### Signal wires by layer, run 1

(6 px per um) Only two layers are drawn.
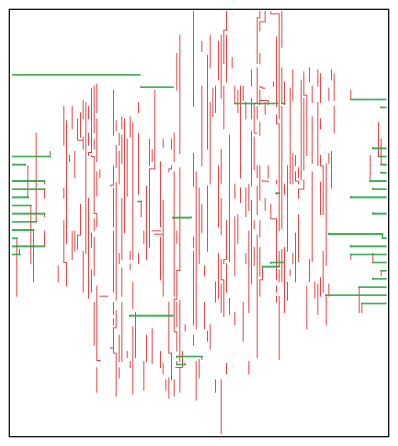
### Pin placement, run 1

(6 px per um) Pins as bars across the die edge, other pins in gray.
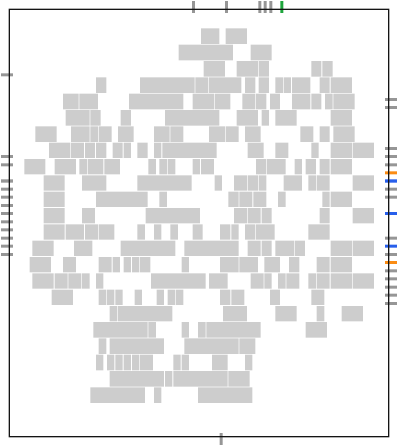
### Cells by drive strength, run 1

(6 px per um)
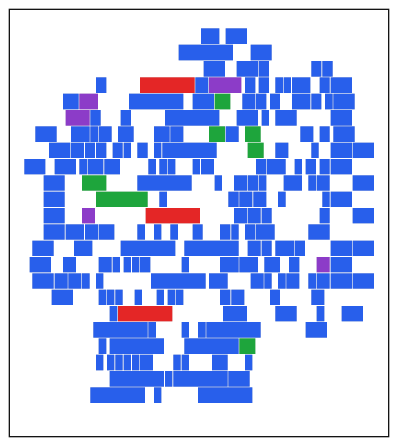
### Cell placement, run 1

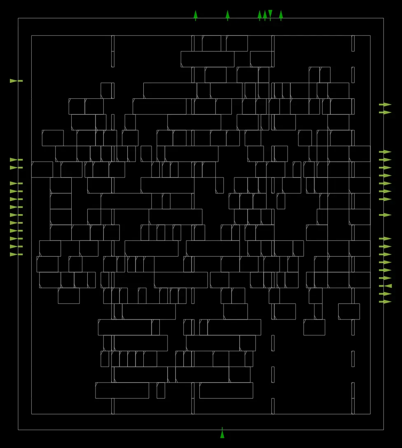
<file path="config.mk">
export PLATFORM = sky130hd
export DESIGN_NAME = multicycle_control_unit
export DESIGN_NICKNAME = d
export VERILOG_FILES = /design/src/rtl/multicycle_control_unit.sv
export SDC_FILE = /design/constraint.sdc
export NUM_CORES = 1
export LEC_CHECK = 0
export ABC_CLOCK_PERIOD_IN_PS = 3100
export CAP_MARGIN = 20
export CORE_AREA = 2 2 61 69
export CTS_BUF_LIST = sky130_fd_sc_hd__clkbuf_16
export DETAILED_ROUTE_END_ITERATION = 10
export DIE_AREA = 0 0 63 71
export HOLD_SLACK_MARGIN = 0.1
export MAX_ROUTING_LAYER = met4
export PLACE_DENSITY_LB_ADDON = 0.2
export SLEW_MARGIN = 20
export SYNTH_ARGS = -nofsm -noshare
export SYNTH_HDL_FRONTEND = slang
export SYNTH_SLANG_ARGS = --single-unit
</file>
<file path="constraint.sdc">
create_clock -name clk -period 3.1 [get_ports clk]
set_input_delay 0.62 -clock clk [delete_from_list [all_inputs] [get_ports clk]]
set_output_delay 0.62 -clock clk [all_outputs]
set_load 0.02 [all_outputs]
</file>
<file path="src/rtl/multicycle_control_unit.sv">
// Multi-cycle MIPS main control FSM.
// Sequences fetch/decode/execute/memory/writeback and drives the datapath
// control lines, including the 3-bit alu_op code consumed by ALU_Control.
// Ports:
//   clk, reset          - clock, asynchronous active-high reset
//   opcode_i, funct_i   - IR[31:26] and IR[5:0], sampled in DECODE
//   zero_i              - ALU zero flag (branch resolution)
//   mem_ready_i         - memory completes the current access this cycle
//   pc_write_o .. pc_source_o - datapath enables and mux selects
//   state_o             - current state (debug)
//   illegal_o           - one-cycle pulse on an unsupported instruction
module multicycle_control_unit #(
    parameter int unsigned OPCODE_W = 6,
    parameter int unsigned STATE_W  = 4
) (
    input  logic                clk,
    input  logic                reset,
    input  logic [OPCODE_W-1:0] opcode_i,
    input  logic [OPCODE_W-1:0] funct_i,
    input  logic                zero_i,
    input  logic                mem_ready_i,
    output logic                pc_write_o,
    output logic                i_or_d_o,
    output logic                mem_read_o,
    output logic                mem_write_o,
    output logic                ir_write_o,
    output logic                reg_write_o,
    output logic [1:0]          reg_dst_o,
    output logic [1:0]          mem_to_reg_o,
    output logic                alu_src_a_o,
    output logic [1:0]          alu_src_b_o,
    output logic [2:0]          alu_op_o,
    output logic [1:0]          pc_source_o,
    output logic [STATE_W-1:0]  state_o,
    output logic                illegal_o
);

    localparam logic [OPCODE_W-1:0] OP_R    = OPCODE_W'(6'b000000);
    localparam logic [OPCODE_W-1:0] OP_LW   = OPCODE_W'(6'b100011);
    localparam logic [OPCODE_W-1:0] OP_SW   = OPCODE_W'(6'b101011);
    localparam logic [OPCODE_W-1:0] OP_ADDI = OPCODE_W'(6'b001000);
    localparam logic [OPCODE_W-1:0] OP_LUI  = OPCODE_W'(6'b001111);
    localparam logic [OPCODE_W-1:0] OP_ORI  = OPCODE_W'(6'b001101);
    localparam logic [OPCODE_W-1:0] OP_ANDI = OPCODE_W'(6'b001100);
    localparam logic [OPCODE_W-1:0] OP_BEQ  = OPCODE_W'(6'b000100);
    localparam logic [OPCODE_W-1:0] OP_BNE  = OPCODE_W'(6'b000101);
    localparam logic [OPCODE_W-1:0] OP_J    = OPCODE_W'(6'b000010);
    localparam logic [OPCODE_W-1:0] OP_JAL  = OPCODE_W'(6'b000011);

    localparam logic [OPCODE_W-1:0] FN_JR   = OPCODE_W'(6'b001000);
    localparam logic [OPCODE_W-1:0] FN_ADD  = OPCODE_W'(6'b100000);
    localparam logic [OPCODE_W-1:0] FN_SUB  = OPCODE_W'(6'b100010);
    localparam logic [OPCODE_W-1:0] FN_AND  = OPCODE_W'(6'b100100);
    localparam logic [OPCODE_W-1:0] FN_OR   = OPCODE_W'(6'b100101);
    localparam logic [OPCODE_W-1:0] FN_NOR  = OPCODE_W'(6'b100111);
    localparam logic [OPCODE_W-1:0] FN_SLL  = OPCODE_W'(6'b000000);
    localparam logic [OPCODE_W-1:0] FN_SRL  = OPCODE_W'(6'b000010);

    typedef enum logic [STATE_W-1:0] {
        S_FETCH     = 4'd0,
        S_DECODE    = 4'd1,
        S_MEM_ADDR  = 4'd2,
        S_MEM_READ  = 4'd3,
        S_MEM_WB    = 4'd4,
        S_MEM_WRITE = 4'd5,
        S_EXEC_R    = 4'd6,
        S_ALU_WB    = 4'd7,
        S_EXEC_I    = 4'd8,
        S_BRANCH    = 4'd9,
        S_JUMP      = 4'd10,
        S_JR        = 4'd11,
        S_ILLEGAL   = 4'd12
    } state_t;

    state_t              r_state;
    state_t              w_next;
    logic [OPCODE_W-1:0] r_op;
    logic [OPCODE_W-1:0] r_fn;
    logic                w_fn_legal;

    // State register
    always_ff @(posedge clk or posedge reset) begin
        if (reset) begin
            r_state <= S_FETCH;
        end else begin
            r_state <= w_next;
        end
    end

    // Instruction fields latched in DECODE for use by later states
    always_ff @(posedge clk or posedge reset) begin
        if (reset) begin
            r_op <= '0;
            r_fn <= '0;
        end else if (r_state == S_DECODE) begin
            r_op <= opcode_i;
            r_fn <= funct_i;
        end
    end

    assign w_fn_legal = funct_i inside {FN_ADD, FN_SUB, FN_AND, FN_OR,
                                        FN_NOR, FN_SLL, FN_SRL};
    assign state_o    = r_state;

    // Next-state and control decode
    always_comb begin
        w_next       = r_state;
        pc_write_o   = 1'b0;
        i_or_d_o     = 1'b0;
        mem_read_o   = 1'b0;
        mem_write_o  = 1'b0;
        ir_write_o   = 1'b0;
        reg_write_o  = 1'b0;
        reg_dst_o    = 2'd0;
        mem_to_reg_o = 2'd0;
        alu_src_a_o  = 1'b0;
        alu_src_b_o  = 2'd0;
        alu_op_o     = 3'b000;
        pc_source_o  = 2'd0;
        illegal_o    = 1'b0;

        case (r_state)
            S_FETCH: begin
                mem_read_o  = 1'b1;
                alu_src_b_o = 2'd1;
                alu_op_o    = 3'b100;
                // Reset forces FETCH; the input-driven writes must stay off while held
                if (mem_ready_i) begin
                    ir_write_o = ~reset;
                    pc_write_o = ~reset;
                    w_next     = S_DECODE;
                end
            end
            S_DECODE: begin
                alu_src_b_o = 2'd3;
                alu_op_o    = 3'b100;
                case (opcode_i)
                    OP_R: begin
                        if (funct_i == FN_JR) begin
                            w_next = S_JR;
                        end else if (w_fn_legal) begin
                            w_next = S_EXEC_R;
                        end else begin
                            w_next = S_ILLEGAL;
                        end
                    end
                    OP_LW, OP_SW:                      w_next = S_MEM_ADDR;
                    OP_ADDI, OP_LUI, OP_ORI, OP_ANDI:  w_next = S_EXEC_I;
                    OP_BEQ, OP_BNE:                    w_next = S_BRANCH;
                    OP_J, OP_JAL:                      w_next = S_JUMP;
                    default:                           w_next = S_ILLEGAL;
                endcase
            end
            S_MEM_ADDR: begin
                alu_src_a_o = 1'b1;
                alu_src_b_o = 2'd2;
                alu_op_o    = 3'b101;
                w_next      = (r_op == OP_LW) ? S_MEM_READ : S_MEM_WRITE;
            end
            S_MEM_READ: begin
                mem_read_o = 1'b1;
                i_or_d_o   = 1'b1;
                if (mem_ready_i) begin
                    w_next = S_MEM_WB;
                end
            end
            S_MEM_WB: begin
                reg_write_o  = 1'b1;
                mem_to_reg_o = 2'd1;
                w_next       = S_FETCH;
            end
            S_MEM_WRITE: begin
                mem_write_o = 1'b1;
                i_or_d_o    = 1'b1;
                if (mem_ready_i) begin
                    w_next = S_FETCH;
                end
            end
            S_EXEC_R: begin
                alu_src_a_o = 1'b1;
                alu_op_o    = 3'b111;
                w_next      = S_ALU_WB;
            end
            S_EXEC_I: begin
                alu_src_a_o = 1'b1;
                alu_src_b_o = 2'd2;
                case (r_op)
                    OP_LUI:  alu_op_o = 3'b001;
                    OP_ORI:  alu_op_o = 3'b010;
                    OP_ANDI: alu_op_o = 3'b011;
                    default: alu_op_o = 3'b100;
                endcase
                w_next = S_ALU_WB;
            end
            S_ALU_WB: begin
                reg_write_o = 1'b1;
                reg_dst_o   = (r_op == OP_R) ? 2'd1 : 2'd0;
                w_next      = S_FETCH;
            end
            S_BRANCH: begin
                alu_src_a_o = 1'b1;
                alu_op_o    = 3'b110;
                pc_source_o = 2'd1;
                pc_write_o  = ((r_op == OP_BEQ) &  zero_i) |
                              ((r_op == OP_BNE) & ~zero_i);
                w_next      = S_FETCH;
            end
            S_JUMP: begin
                pc_write_o  = 1'b1;
                pc_source_o = 2'd2;
                // jal links PC (already PC+4) into $31
                if (r_op == OP_JAL) begin
                    reg_write_o  = 1'b1;
                    reg_dst_o    = 2'd2;
                    mem_to_reg_o = 2'd2;
                end
                w_next = S_FETCH;
            end
            S_JR: begin
                // Redirect only on the latched jr funct that selected this state
                pc_write_o  = (r_fn == FN_JR);
                pc_source_o = 2'd3;
                alu_op_o    = 3'b111;
                w_next      = S_FETCH;
            end
            S_ILLEGAL: begin
                illegal_o = 1'b1;
                w_next    = S_FETCH;
            end
            default: begin
                w_next = S_FETCH;
            end
        endcase
    end

endmodule

</file>
==> flow_summary.yaml, run 1 <==
# yosys + openroad results
critical_path:
  cp_max_fo: 17
  worstSetupPathDepth: 4
  endpoint_kind: "output port"
  internal_reg_to_reg_setup_slack_ns: 1.30
  cp_top_family: "simple AND/OR/NAND/NOR gates"
  cp-startpoint: "state_o[2]"
  worstPathRequired_ns: 2.48
  worst_path_largest_cell_delay_ns: 0.65
  slowest_stage: "sky130_fd_sc_hd__dfrtp_1"
  setup.worst_path.class: "reg2out"
place:
  placedInstanceArea_um2: 1700
  gp_routability_congestion: 0.841
  post-place-ws_ns: 0.213
  placed_cells_incl_taps: 256
power_and_ir_drop:
  p_sw_frac: 0.458
  seqPwrFrac: 0.251
  power_frac_clock: 0.142
  power_per_cell_area_nw_per_um2: 994
  switchingPower_w: 0.000810
  p_leak_nw: 0.717
  peakVddDrop_mv: 0.242
  power_sequential_w: 0.000444
  internal_portion_of_total_power_w: 0.000959
cells_and_area:
  nMultiInputCombCells: 139
  final_common_cell: "sky130_fd_sc_hd__nand2_1"
  final_cell_count_no_fill: 260
  signal_buffer_area_fraction: 0.235
  layout.clock_buffers: 3
  ff_latch_area_um2: 400
  n_fill_cell: 388
  final_nets: 225
  comb-cell-share: 0.447
  ff_count: 16
  drive_above_1_share: 0.0721
  layout.cells.largest_class: "combinational gates"
  area.combinational_um2: 796
synth:
  simple_gate_share: 0.403
  synth.cellmix.xorXnorShare: 0.0277
  post_synth_ao_oa_area_fraction: 0.199
  fraction_of_the_mapped_netlist_area_in_adder_cells: 0
  seq_area_frac_synth: 0.317
  synth_top_flop_cell: "sky130_fd_sc_hd__dfrtp_1"
  synth-area-yosys_um2: 1260
  netlist-cell-type-count: 41
  synthesis.area_per_instance_um2: 7.31
  synth_flops: 16
  syn-instance-count: 173
  netlist.top_cell.by_instances: "sky130_fd_sc_hd__nand2_1"
final_timing:
  worst-slew-pin-transition_ns: 0.507
  finalClockSkew_ns: 0.00320
  rsz0062_at_grt: "no"
  achievable-frequency_mhz: 338
  finalCritPeriodShare: 0.955
  timing.final.hold_violations: 0
  timing.max_slew.rel_slack: 0.662
  fin_tns_setup_ns: 0
  finalMaxSlewViolations: 0
grt:
  wire_length_of_the_first_global_routing_pass_um: 5820
  number_of_global_route_vias_before_repair: 1259
  grt.overflow.total: 0
  grt_antenna_before_repair: 0
detailed_routing:
  routed-wl-met3_um: 167
  drt-met1-wl_um: 1580
  first_iteration_detailed_routing_drc_count: 63
clock_network:
  clock_sink_count: 16
  clk_root_buffer_cell: "sky130_fd_sc_hd__clkbuf_16"
  cts_tree: "built"
  cts_setup_buffers: 0
  clk_pin_slew_worst_paths_ns: 0.05
  cts_hold_repair.buffers: 0
floorplanning:
  taps: 52
  floorplan.io_pins: 39
  floorplanUtilization: 0.332
  chip_area_um2: 4470
min_path:
  timing.hold.worst.start: "r_fn[5]"
  worstHoldPathCells: 2
outcome:
  outcome: "finished clean"
job:
  tool_warnings: 26
  timing.max_cap.violations: 0
-- 'Signal wires by layer' (at the start) --
[red] M2 | wire length: 1670 um
[green] M3 | wire length: 168 um
combined global-route utilization of all metal layers: 0.167
total length of routed wires: 3530 um
detailed-route wire length per cell: 13.6 um
overall via count from detail_route: 1364

-- 'Pin placement' (at the start) --
[blue] alu_op_o | pins: 3 | direction: output | edge: east
[green] mem_write_o | pins: 1 | direction: output | edge: north
[orange] mem_to_reg_o | pins: 2 | direction: output | edge: east
width of the die: 63 um
count of input and output buffers: 38
DIE HEIGHT: 71 um

-- 'Cells by drive strength' (at the start) --
[purple] x2 | cells: 5 | share: 2.4%
[red] x6 and larger | cells: 3 | share: 1.4%
[blue] x1 and smaller | cells: 193 | share: 93%
[green] x3 and x4 | cells: 7 | share: 3.4%
non-clock buffer total of the final layout: 43
final non-filler cell area: 1780 um^2
final worst-path setup slack: 0.141 ns
relative area change from synthesis to final layout: 40.8%

-- 'Cell placement' (at the start) --
Placeable Area: 3810 um^2
fin util: 0.467
share of cell area taken by flip-flops and latches: 0.225
number of rows in the core area: 24

### Wires at chosen ports, followed through buffers, run 1

(4 px per um)
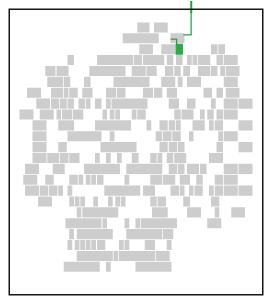

==> inputs of run 2 (changes only) <==
ABC_CLOCK_PERIOD_IN_PS = 3300   (was 3100)
SKIP_LAST_GASP = 1   (was default)
clock period = 3.3 ns   (was 3.1 ns; I/O delays follow)
### Wires at chosen ports, followed through buffers, run 2

(4 px per um)
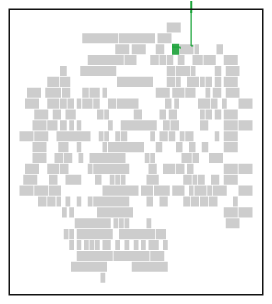
[green] mem_write_o | bits: 1 | direction: output | end cells: 1 | buffers: 1 | wire: 11.7 um
Top Ports: 39

### Cell placement, run 2

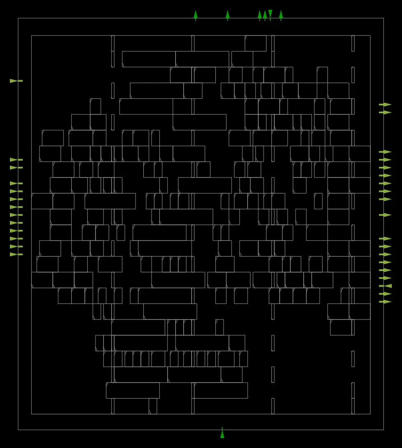
Filler Cells Inserted: 405
tap cell count: 52

==> run 2 against run 1 <==
Die area is the same; design area is 0.84% lower; core utilization down 0.39 points; via count shrank 2.3%; wire length shrank 3.9%; non-clock buffer count down 2; cell count is 0.77% lower; clock skew fell by 0.0010 ns; synthesized cell count unchanged; setup slack improved by 0.16 ns; global-route usage fell by 0.14 points; critical path depth is 1 higher; critical endpoint is now reg_write_o; largest cell class unchanged; largest power group unchanged; highest routed layer unchanged.
==> flow_summary.yaml, run 2 <==
# yosys + openroad results
clock_network:
  clk_pin_slew_worst_paths_ns: 0.05
  cts_setup_buffers: 0
  cts_hold_repair.buffers: 0
  clk_root_buffer_cell: "sky130_fd_sc_hd__clkbuf_16"
synth:
  post_synth_ao_oa_area_fraction: 0.199
  netlist.top_cell.by_instances: "sky130_fd_sc_hd__nand2_1"
  simple_gate_share: 0.403
  netlist-cell-type-count: 41
  synth_top_flop_cell: "sky130_fd_sc_hd__dfrtp_1"
  synth_flops: 16
detailed_routing:
  post_drt_wl_per_cell_um: 13.1
  overall_via_count_from_detail_route: 1332
  drt-met1-wl_um: 1540
  routed-wl-met3_um: 167
critical_path:
  setup.worst_path.class: "reg2out"
  endpoint_kind: "output port"
  cp_max_fo: 19
  cp-startpoint: "state_o[3]"
place:
  post-place-ws_ns: 0.324
  gp_routability_congestion: 0.840
  io_buffers: 38
floorplanning:
  chip_area_um2: 4470
  floorplanUtilization: 0.332
  core_region_area_um2: 3810
cells_and_area:
  share_of_cell_area_taken_by_flip_flops_and_latches: 0.227
  area.combinational_um2: 796
  finalCoreUtilization: 0.463
  comb-cell-share: 0.451
  final_common_cell: "sky130_fd_sc_hd__nand2_1"
  nNonClkBuffers: 41
  signal_buffer_area_fraction: 0.228
  final_nets: 223
grt:
  number_of_global_route_vias_before_repair: 1244
  grt_antenna_before_repair: 0
final_timing:
  rsz0062_at_grt: "no"
  achievable-frequency_mhz: 333
  worst-slew-pin-transition_ns: 0.516
  finalCritPeriodShare: 0.909
  finalClockSkew_ns: 0.00220
  fin_tns_setup_ns: 0
  timing.final.hold_violations: 0
min_path:
  timing.hold.worst.start: "r_fn[4]"
  worstHoldPathCells: 2
power_and_ir_drop:
  peakVddDrop_mv: 0.218
  power_frac_clock: 0.144
  seqPwrFrac: 0.275
  p_sw_frac: 0.458
  power_per_cell_area_nw_per_um2: 924
outcome:
  outcome: "finished clean"
Power figures rest on the tool's default switching activity, not on a simulated workload.
